$ cat config.mk
export PLATFORM = sky130hd
export DESIGN_NAME = result_arbiter
export DESIGN_NICKNAME = d
export VERILOG_FILES = /design/src/rtl/result_arbiter.sv
export SDC_FILE = /design/constraint.sdc
export NUM_CORES = 1
export LEC_CHECK = 0
export CORE_AREA = 5 5 165 167
export DETAILED_ROUTE_END_ITERATION = 8
export DIE_AREA = 0 0 170 172
export PLACE_DENSITY = 0.75
export SLEW_MARGIN = 30
export SYNTH_ARGS = -nofsm -noshare
export SYNTH_HDL_FRONTEND = slang
export SYNTH_SLANG_ARGS = --single-unit
$ cat constraint.sdc
create_clock -name clk_i -period 2.2 [get_ports clk_i]
set_input_delay 0.33 -clock clk_i [delete_from_list [all_inputs] [get_ports clk_i]]
set_output_delay 0.33 -clock clk_i [all_outputs]
set_load 0.005 [all_outputs]
$ cat src/rtl/result_arbiter.sv
// result_arbiter: round-robin write-back arbiter for NUM_REQ execution units.
// It grants one completed result per cycle, formats word-sized results (GPR
// sign-extension, FPR NaN-boxing) and drives the single register-file write
// port. It also pulses a one-hot scoreboard release for the written register.

package maverickOne_pkg;
    localparam int XLEN     = 64;
    localparam int NUM_REGS = 64;

    // Result payload from an execution unit. Addresses >= 32 are FPRs.
    typedef struct packed {
        logic [$clog2(NUM_REGS)-1:0] rd;
        logic [XLEN-1:0]             result;
        logic                        word;
    } ext_arb_req_t;
endpackage

module result_arbiter #(
    parameter int NUM_REQ  = 4,
    parameter int XLEN     = maverickOne_pkg::XLEN,
    parameter int NUM_REGS = maverickOne_pkg::NUM_REGS,
    localparam int RD_W    = $clog2(NUM_REGS),
    localparam int REQ_W   = RD_W + XLEN + 1,
    localparam int PTR_W   = $clog2(NUM_REQ)
) (
    input  logic                     clk_i,
    input  logic                     arst_ni,
    // Lane i occupies req_i[i*REQ_W +: REQ_W], laid out as {rd, result, word}
    // (the packed ext_arb_req_t layout).
    input  logic [NUM_REQ*REQ_W-1:0] req_i,
    input  logic [NUM_REQ-1:0]       req_valid_i,
    output logic [NUM_REQ-1:0]       req_ready_o,
    output logic                     wr_en_o,
    output logic [RD_W-1:0]          wr_addr_o,
    output logic [XLEN-1:0]          wr_data_o,
    output logic [NUM_REGS-1:0]      unlock_o
);

    // Formats an accepted result for the register file. Word results headed
    // for an FPR are NaN-boxed, and those headed for a GPR are sign-extended.
    function automatic logic [XLEN-1:0] fmt_data(input logic [RD_W-1:0] rd,
                                                 input logic [XLEN-1:0] res,
                                                 input logic            word);
        logic [XLEN-1:0] data;
        if (!word) begin
            data = res;
        end else if (int'(rd) >= 32) begin
            data = {{(XLEN-32){1'b1}}, res[31:0]};
        end else begin
            data = {{(XLEN-32){res[31]}}, res[31:0]};
        end
        return data;
    endfunction

    logic [PTR_W-1:0]    ptr_q, ptr_d;
    logic                wr_en_q, wr_en_d;
    logic [RD_W-1:0]     wr_addr_q, wr_addr_d;
    logic [XLEN-1:0]     wr_data_q, wr_data_d;
    logic [NUM_REGS-1:0] unlock_q, unlock_d;

    logic [NUM_REQ-1:0]  grant;
    logic [PTR_W-1:0]    gnt_idx;
    logic                hs;
    logic [REQ_W-1:0]    lane;
    logic [RD_W-1:0]     sel_rd;
    logic [XLEN-1:0]     sel_result;
    logic                sel_word;

    // Winner search: the first valid lane starting at ptr, wrapping around.
    // A grant is only ever given to a valid lane, so a grant is a handshake.
    always_comb begin
        grant   = '0;
        gnt_idx = '0;
        hs      = 1'b0;
        for (int k = 0; k < NUM_REQ; k++) begin
            if (!hs && req_valid_i[(int'(ptr_q) + k) % NUM_REQ]) begin
                hs      = 1'b1;
                gnt_idx = PTR_W'((int'(ptr_q) + k) % NUM_REQ);
            end
        end
        grant[gnt_idx] = hs;
    end

    assign req_ready_o = grant;

    // Extract the winning lane's payload.
    always_comb begin
        lane       = req_i[int'(gnt_idx)*REQ_W +: REQ_W];
        sel_word   = lane[0];
        sel_result = lane[XLEN:1];
        sel_rd     = lane[REQ_W-1 -: RD_W];
    end

    // Next-state logic for the pointer and the registered write port. The
    // x0 destination is consumed but never written or unlocked.
    always_comb begin
        ptr_d     = ptr_q;
        wr_en_d   = 1'b0;
        unlock_d  = '0;
        wr_addr_d = wr_addr_q;
        wr_data_d = wr_data_q;
        if (hs) begin
            ptr_d     = (int'(gnt_idx) == NUM_REQ - 1) ? '0 : gnt_idx + PTR_W'(1);
            wr_en_d   = (sel_rd != '0);
            wr_addr_d = sel_rd;
            wr_data_d = fmt_data(sel_rd, sel_result, sel_word);
            unlock_d  = (sel_rd != '0) ? (NUM_REGS'(1) << sel_rd) : '0;
        end
    end

    // State registers, cleared asynchronously. A handshake coinciding with
    // reset is dropped.
    always_ff @(posedge clk_i or negedge arst_ni) begin
        if (!arst_ni) begin
            ptr_q     <= '0;
            wr_en_q   <= 1'b0;
            wr_addr_q <= '0;
            wr_data_q <= '0;
            unlock_q  <= '0;
        end else begin
            ptr_q     <= ptr_d;
            wr_en_q   <= wr_en_d;
            wr_addr_q <= wr_addr_d;
            wr_data_q <= wr_data_d;
            unlock_q  <= unlock_d;
        end
    end

    assign wr_en_o   = wr_en_q;
    assign wr_addr_o = wr_addr_q;
    assign wr_data_o = wr_data_q;
    assign unlock_o  = unlock_q;

endmodule

==> run_results.csv <==
group,metric,value,unit
flow_run,drv_cap,0,
die,initial_core_util,28.0,%
routing,highest_layer,"met5",
timing,setup_slack,-0.280,ns
logic_synthesis,yosys.area.top_type_share,47.7,%
timing,skew,0.00767,ns
logic_synthesis,syn_nets,1088,
logic_synthesis,avgSynthCellArea,9.05,um2
place,io_buffers,428,
routing,dr.pass1.iters,6,
critical_path,path_buffers,5,
logic_synthesis,ys_sh_mux,12.1,%
power,power.leakage,5.87,nW
routing,vias,8062,
cells_and_area,nets,1603,
clock_tree,clk_pin_slew,0.07,ns
critical_path,cp_cell_sequence,"buf_6 -> buf_6 -> o221ai_4 -> nor2_8 -> buf_8 -> mux2i_4 -> buf_6 -> buf_6 -> a2111o_1 -> nor4_2",
clock_tree,cts_resized,112,
timing,tightest_slew,0.553,ns
logic_synthesis,ys_sh_xor,0,%
critical_path,regToRegSetupSlack,-0.28,ns
clock_tree,postCtsSetupRepairBufs,25,
routing,wl_met1,12400,um
grt,track_usage,20.7,%
logic_synthesis,netlist_logic_family_top,"simple AND/OR/NAND/NOR gates",
logic_synthesis,synth-adder-area-share,0.697,%
logic_synthesis,simple_gate_area_share,23.8,%
timing,setup_tns,-19.70,ns
critical_path,required,2.52,ns
logic_synthesis,yosys_register_bits,137,
timing,rsz0062_at_grt,"yes",
power,power_density,1140,nW/um2
routing,viasPerCell,4.86,
critical_path,crit_path_end_kind,"register",
logic_synthesis,yosys-stat-area,7180,um2
routing,met3WireLength,2690,um
timing,drv_slew,0,
place,dp_cells,1585,
logic_synthesis,syn_area,7180,um2
critical_path,setup.worst_path.class,"reg -> reg",
grt,grt_use_met3,5.97,%
logic_synthesis,synth.cellmix.compoundShare,11.6,%
place,dpl.hpwl,24400,um
die,pin_count,429,
timing,fin_crit_sh,113,%
timing,setup_viol,101,
run_status,status,"finished with violations",
logic_synthesis,yosys.cell_types.count,48,
run_status,failed_checks,"negative setup slack",
grt,grt-ovfl-total,0,
routing,wl,32200,um
logic_synthesis,flop_cell,"dfrtp_1",
critical_path,r2r-end,"unlock_o[42]$_DFF_PN0_",
critical_path,cpPeakStageDelay,0.45,ns
[cell type report]
cell class	count	area, um2	share of cell area [%]
repair buffers	556	5650	40.2
multi-input cells	594	3960	28.2
flip-flops and latches	137	3430	24.4
clock buffers	17	425	3.03
well taps	335	419	2.98
clock inverters	14	138	0.980
inverters	3	18.8	0.134
diodes	2	5.00	0.0356
[report_power, final]
part	internal, W	switching [W]	total (W)
combinational	0.00515	0.00432	0.00946
sequential	0.00332	0.000448	0.00377
clock	0.00158	0.00120	0.00278
[state kept, by name, indices dropped and copies added (netlist names)]
| register | flops |
|---|---|
| wr_data_o | 64 |
| wr_en_o | 1 |
| unlock_o | 64 |
| ptr_q | 2 |
| wr_addr_o | 6 |
placement_by_type.png
The bar under the picture is 50 um long.
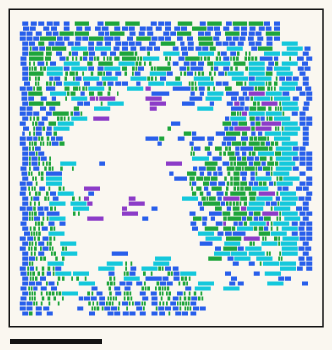
| color | class | cells | share of their area |
|---|---|---|---|
| green | combinational and other logic | 597 | 29% |
| purple | clock drivers and dummy loads | 31 | 4.1% |
| blue | remaining buffers and delay cells | 556 | 41% |
| cyan | sequential cells | 137 | 25% |
Final Util: 54.8%
row count: 59
core footprint: 25,600 um2
Seq area share: 24.4%

logic_types.png
The bar under the picture is 50 um long.
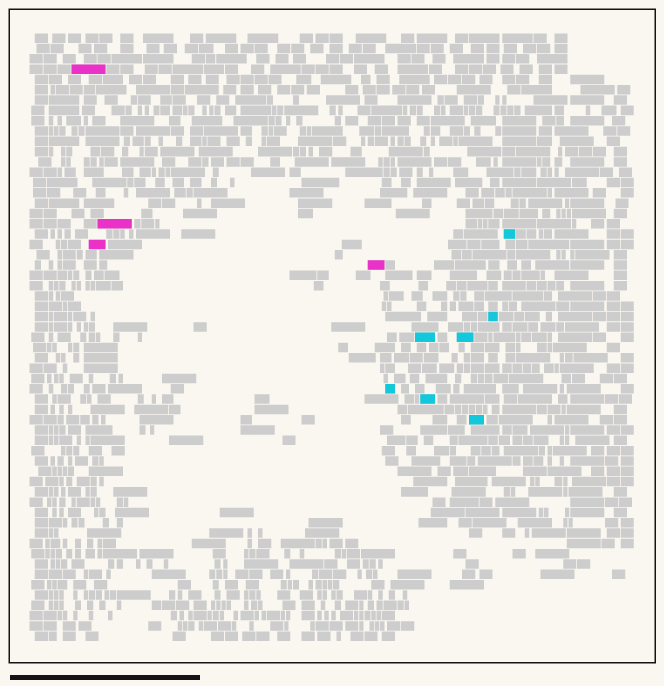
| color | family | cells |
|---|---|---|
| magenta | fa/ha/maj cells | 4 |
| cyan | non-inverting ao/oa cells | 7 |
most common logic cell in the routed design: clkdlybuf4s50_1
Post-Layout Cell Count: 1,658
Comb/total area: 28.2%

sizes.png
The bar under the picture is 50 um long.
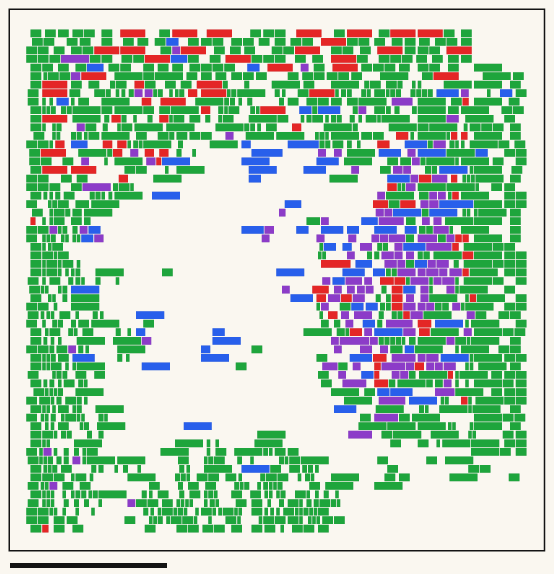
| color | size | cells | share | most used |
|---|---|---|---|---|
| green | _0 and _1 cells | 1,029 | 78% | clkdlybuf4s50_1 |
| red | _2 cells | 87 | 6.6% | mux4_2 |
| purple | _3 and _4 cells | 131 | 9.9% | buf_4 |
| blue | _6 and larger | 74 | 5.6% | buf_6 |
synth-to-layout area growth: 95.5%
post-route cell area: 14,000 um2
Signal buffers: 556
Final WS setup: -0.280 ns

No activity file was given, so power comes from the tool's default toggle rates.
